`src/rtl/clock_divider_bank.sv`:
```
// clock_divider_bank
//   Bank of NCH independent run-time programmable clock dividers on one system clock.
//   Each channel produces a 50%-duty divided clock and a one-cycle tick in the first
//   system-clock cycle where its divided clock is high. Output frequency = f_clk / (2*div).
//   New divisors are held in a per-channel shadow and only take effect on a half-period
//   boundary (or immediately on sync, or at once on an idle channel), so no runt pulses.
//
// Ports
//   clk          system clock, rising edge
//   rst          asynchronous active-low reset
//   en           global enable; 0 freezes every channel
//   sync         synchronous restart of all channels (phase align), applies pending divisors
//   cfg_we       divisor write strobe
//   cfg_ch       channel index for the write (indices >= NCH are ignored)
//   cfg_div      new half-period divisor (0 = channel off)
//   cfg_pending  bit i set while a written divisor waits for its boundary
//   clk_out      divided clocks
//   tick         one-cycle pulse in the first cycle where clk_out[i] is high
module clock_divider_bank #(
  parameter int unsigned  NCH         = 4,
  parameter int unsigned  WIDTH       = 32,
  parameter int unsigned  DEFAULT_DIV = 50000,
  localparam int unsigned CHW         = (NCH > 1) ? $clog2(NCH) : 1
) (
  input  logic             clk,
  input  logic             rst,
  input  logic             en,
  input  logic             sync,
  input  logic             cfg_we,
  input  logic [CHW-1:0]   cfg_ch,
  input  logic [WIDTH-1:0] cfg_div,
  output logic [NCH-1:0]   cfg_pending,
  output logic [NCH-1:0]   clk_out,
  output logic [NCH-1:0]   tick
);

  localparam logic [WIDTH-1:0] One = WIDTH'(1);

  for (genvar i = 0; i < NCH; i++) begin : g_ch
    logic [WIDTH-1:0] cnt_q, cnt_d;
    logic [WIDTH-1:0] div_q, div_d;
    logic [WIDTH-1:0] shadow_q, shadow_d;
    logic             pend_q, pend_d;
    logic             clk_q, clk_d;
    logic             tick_q, tick_d;
    logic             wr;
    logic             idle;
    logic             boundary;

    assign wr       = cfg_we && (cfg_ch == CHW'(i));
    assign idle     = (div_q == '0);
    assign boundary = !idle && (cnt_q == div_q - One);

    always_comb begin
      cnt_d    = cnt_q;
      div_d    = div_q;
      shadow_d = shadow_q;
      pend_d   = pend_q;
      clk_d    = clk_q;
      tick_d   = 1'b0;

      // A write always lands in the shadow; the branches below decide if it is consumed.
      if (wr) begin
        shadow_d = cfg_div;
        pend_d   = 1'b1;
      end

      if (sync) begin
        cnt_d = '0;
        clk_d = 1'b0;
        // The previously pending value is applied; a same-cycle write stays pending.
        if (pend_q) begin
          div_d  = shadow_q;
          pend_d = wr;
        end
      end else if (en) begin
        if (idle) begin
          cnt_d = '0;
          clk_d = 1'b0;
          if (!wr && pend_q) begin
            div_d  = shadow_q;
            pend_d = 1'b0;
          end
        end else if (boundary) begin
          cnt_d  = '0;
          clk_d  = ~clk_q;
          tick_d = ~clk_q;
          // A write in the boundary cycle bypasses the shadow entirely.
          if (wr) begin
            div_d  = cfg_div;
            pend_d = 1'b0;
          end else if (pend_q) begin
            div_d  = shadow_q;
            pend_d = 1'b0;
          end
        end else begin
          cnt_d = cnt_q + One;
        end
      end
    end

    always_ff @(posedge clk or negedge rst) begin
      if (!rst) begin
        cnt_q    <= '0;
        div_q    <= WIDTH'(DEFAULT_DIV);
        shadow_q <= '0;
        pend_q   <= 1'b0;
        clk_q    <= 1'b0;
        tick_q   <= 1'b0;
      end else begin
        cnt_q    <= cnt_d;
        div_q    <= div_d;
        shadow_q <= shadow_d;
        pend_q   <= pend_d;
        clk_q    <= clk_d;
        tick_q   <= tick_d;
      end
    end

    assign cfg_pending[i] = pend_q;
    assign clk_out[i]     = clk_q;
    assign tick[i]        = tick_q;
  end

endmodule

```
`config.mk`:
```
export PLATFORM = sky130hd
export DESIGN_NAME = clock_divider_bank
export DESIGN_NICKNAME = d
export VERILOG_FILES = /design/src/rtl/clock_divider_bank.sv
export SDC_FILE = /design/constraint.sdc
export NUM_CORES = 1
export LEC_CHECK = 0
export CORE_MARGIN = 2
export CORE_UTILIZATION = 40
export DETAILED_ROUTE_END_ITERATION = 16
export MAX_ROUTING_LAYER = met4
export PLACE_DENSITY_LB_ADDON = 0.25
export REMOVE_ABC_BUFFERS = 1
export SETUP_SLACK_MARGIN = 0.02
export SLEW_MARGIN = 10
export SYNTH_ARGS = -nofsm -noshare
export SYNTH_HDL_FRONTEND = slang
export SYNTH_SLANG_ARGS = --single-unit
```
`constraint.sdc`:
```
create_clock -name clk -period 5.28 [get_ports clk]
set_clock_uncertainty 0.2 [all_clocks]
set_input_delay 1.056 -clock clk [delete_from_list [all_inputs] [get_ports clk]]
set_output_delay 1.056 -clock clk [all_outputs]
set_load 0.02 [all_outputs]
```
**Cells coloured by class**

Bar = 50 um.
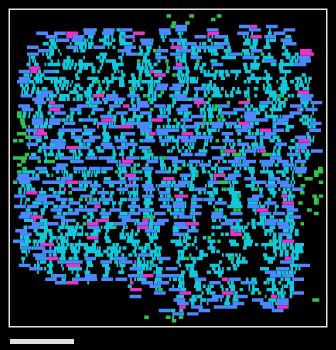
clock drivers and dummy loads -> magenta  # cells 85
other buffers and delay cells -> green  # cells 113
flip-flops -> blue  # cells 396
all other logic -> cyan  # cells 2155
core box area: 59000 um^2
flop share of the area: 0.375
cell row count: 89
final instance area: 26500 um^2

**Gate-type map**

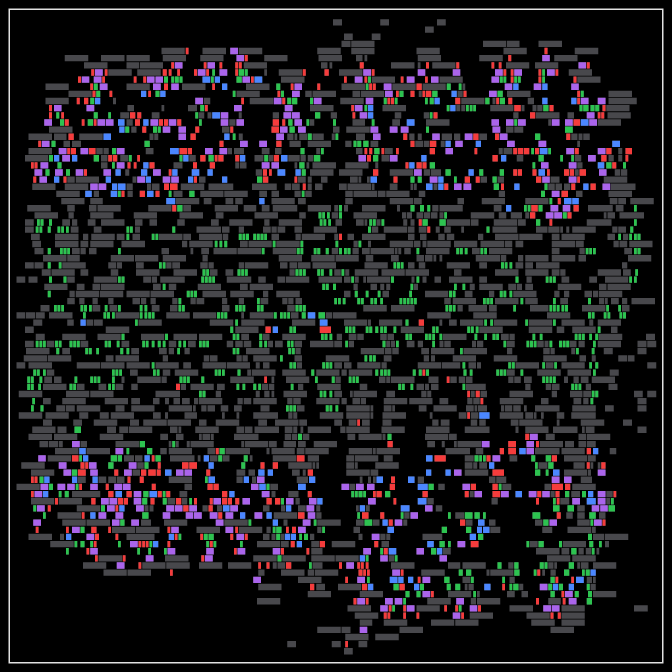
NAND gates -> green  # cells 695, where widely spread
XOR/XNOR gates -> purple  # cells 247, where widely spread
AND and OR gates -> blue  # cells 144, where widely spread
NOR gates -> red  # cells 369, where widely spread
logic share of the area: 0.479
final std cells w/o fill: 3523
Top cell excl fill/tap: nand2_1

**Clock wires, drivers and flops**

Bar = 50 um.
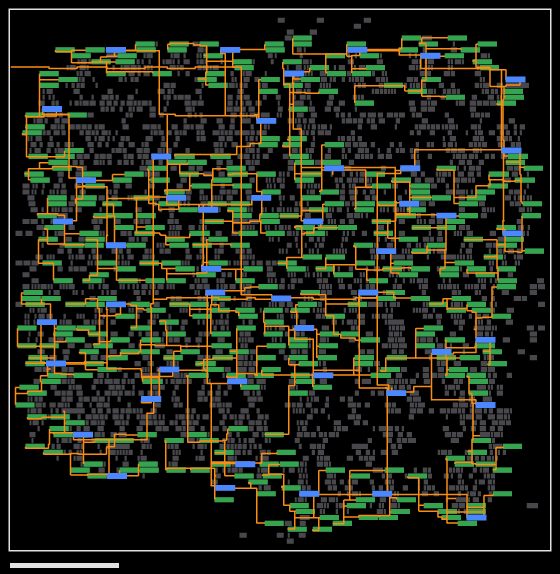
clock wires -> orange  # length 5970 um
flip-flops -> green  # count 396
cells driving clock nets -> blue  # count 46
routed clock nets = 47

==> through the flow <==
step / std cells / worst slack [ps] / utilization / TNS (ps) / power, mW
final: 3523 / 321 / 0.449 / 0 / 9.49
after global placement: 3437 / 316 / 0.422 / 0 / 6.11
after global routing: 3522 / 104 / 0.449 / 0 / 10.0
after CTS: 3522 / 232 / 0.449 / 0 / 9.57
after floorplan: 2551 / -57.6 / - / -231 / 5.40
after detailed placement: 3437 / 255 / 0.422 / 0 / 6.18
==> power groups by stage <==
stage / clock [mW] / combinational, mW / sequential [mW]
4_1_cts: 3.43 / 1.97 / 4.17
3_3_place_gp: 0 / 1.92 / 4.20
2_1_floorplan: 0 / 1.40 / 4.00
6_report: 3.33 / 1.98 / 4.18
5_1_grt: 3.56 / 2.21 / 4.26
3_5_place_dp: 0 / 1.96 / 4.22
==> changes_impl.md <==
### Changed

- Largest buffer count on any clock path: 3
- Share of layout cells above drive strength 1: 0.0749
- Status: completed
- CP cell instances: inv_1 > ha_1 > or4b_1 > or4_1 > o31ai_4 > nand4_1 > a2111o_1 > or4_1 > or4_1 > or4_4 > a32o_1
- Flops out of synthesis: 396
- Cell total in the yosys stat output: between 2000 and 3000
- DRT met1 WL: 33.5 mm
- P_leak: between 10 and 15 nW
- First drt pass iteration count: 5
- Net Sw Power: around 3.1 mW
- Buffer share of cell area: 0.0382
- Die ar.: around 62000 um^2
- Initial antenna violation count: 0
- RR Startpoint: g_ch[0].div_q[0]
- Metal2 WL: roughly 33 mm
- Largest area contributor in the netlist: dfrtp_1
- Logic inverters: between 80 and 90
- Port Buffers: around 50
- Unique cell types: ~77
- PD cells: around 360 nW/um^2
- Final antenna-violating net count: 0
- Clock slew at reported path FFs: roughly 60 ps
- H-tree depth: 2
- Peak VDD IR: 251 uV
- Worst Hold End: g_ch[0].tick_q
- Slew HR: 0.189
- DP HPWL: 49.9 mm
- DRC: 0
- Crit path DAT: approximately 5200 ps
- Most common cell in the netlist: nand2_1
- WHS Path Cells: 1
- R2R setup slack: approximately 320 ps
- Avg Cell Area, Syn: around 8.6 um^2
- Nonclk buf count: 113
- Yosys chip area: 23800 um^2
- DP Area: between 20000 and 25000 um^2
- Highest metal used: met4
- Worst Path Buf+Inv: 1
- Ports: between 50 and 60
- Fin crit share: 0.939
- GPL Wtd Cong: approximately 0.9
- Clk tree area frac: 0.0595
- Detailed Route Iter0 Violations: between 1500 and 2000
- Startpoint Class: flip-flop
- Max incr delay on CP: between 600 and 700 ps
- Final WL: approximately 73 mm
- Largest delay share family, worst path: simple AND/OR/NAND/NOR gates
- FF/Latch Area: between 9000 and 10000 um^2
- Asr flop ratio synth: 1.00
- P&R area growth vs syn: 11.1%
- Setup violators final: 0
- Registers: about 400
- Global route hottest layer: met2
- FP Util: 0.404
- CP Capture Type: flip-flop
- Hold Startpoint: g_ch[0].clk_q
- Main flop type: dfrtp_1
- TAP cells: a little under 800
- Ao+oa area frac: 0.186
- CTS tree: done
- YS warnings: 0
- CP required: approximately 5600 ps
- Synth Instances: about 2800
- Largest family of logic cells by area: simple AND/OR/NAND/NOR gates
- Grt ovf: 0
- Die x size: ~250 um
- Max cap viols: 0
- Hold Crit Class: reg -> reg
- Final hold violation count: 0
- FILL cells: 5726
- Clk_lat worst skew: ~600 ps
- Yosys simple share: 0.239
- First-pass GRT wire length: approximately 120 mm
- Setup bufs post-CTS: 0
- Comb pwr share: 0.209
- Part of the power in registers: 0.440
- Mapped Area: between 20000 and 25000 um^2
- Crit path to: g_ch[0].div_q[16]
- GRT met1 Usage: 0.346
- Most frequent cells after synthesis: nand2_1, dfrtp_1, nor2_1
- Critical Path Stages: 11
Power and IR drop assume default switching activity.
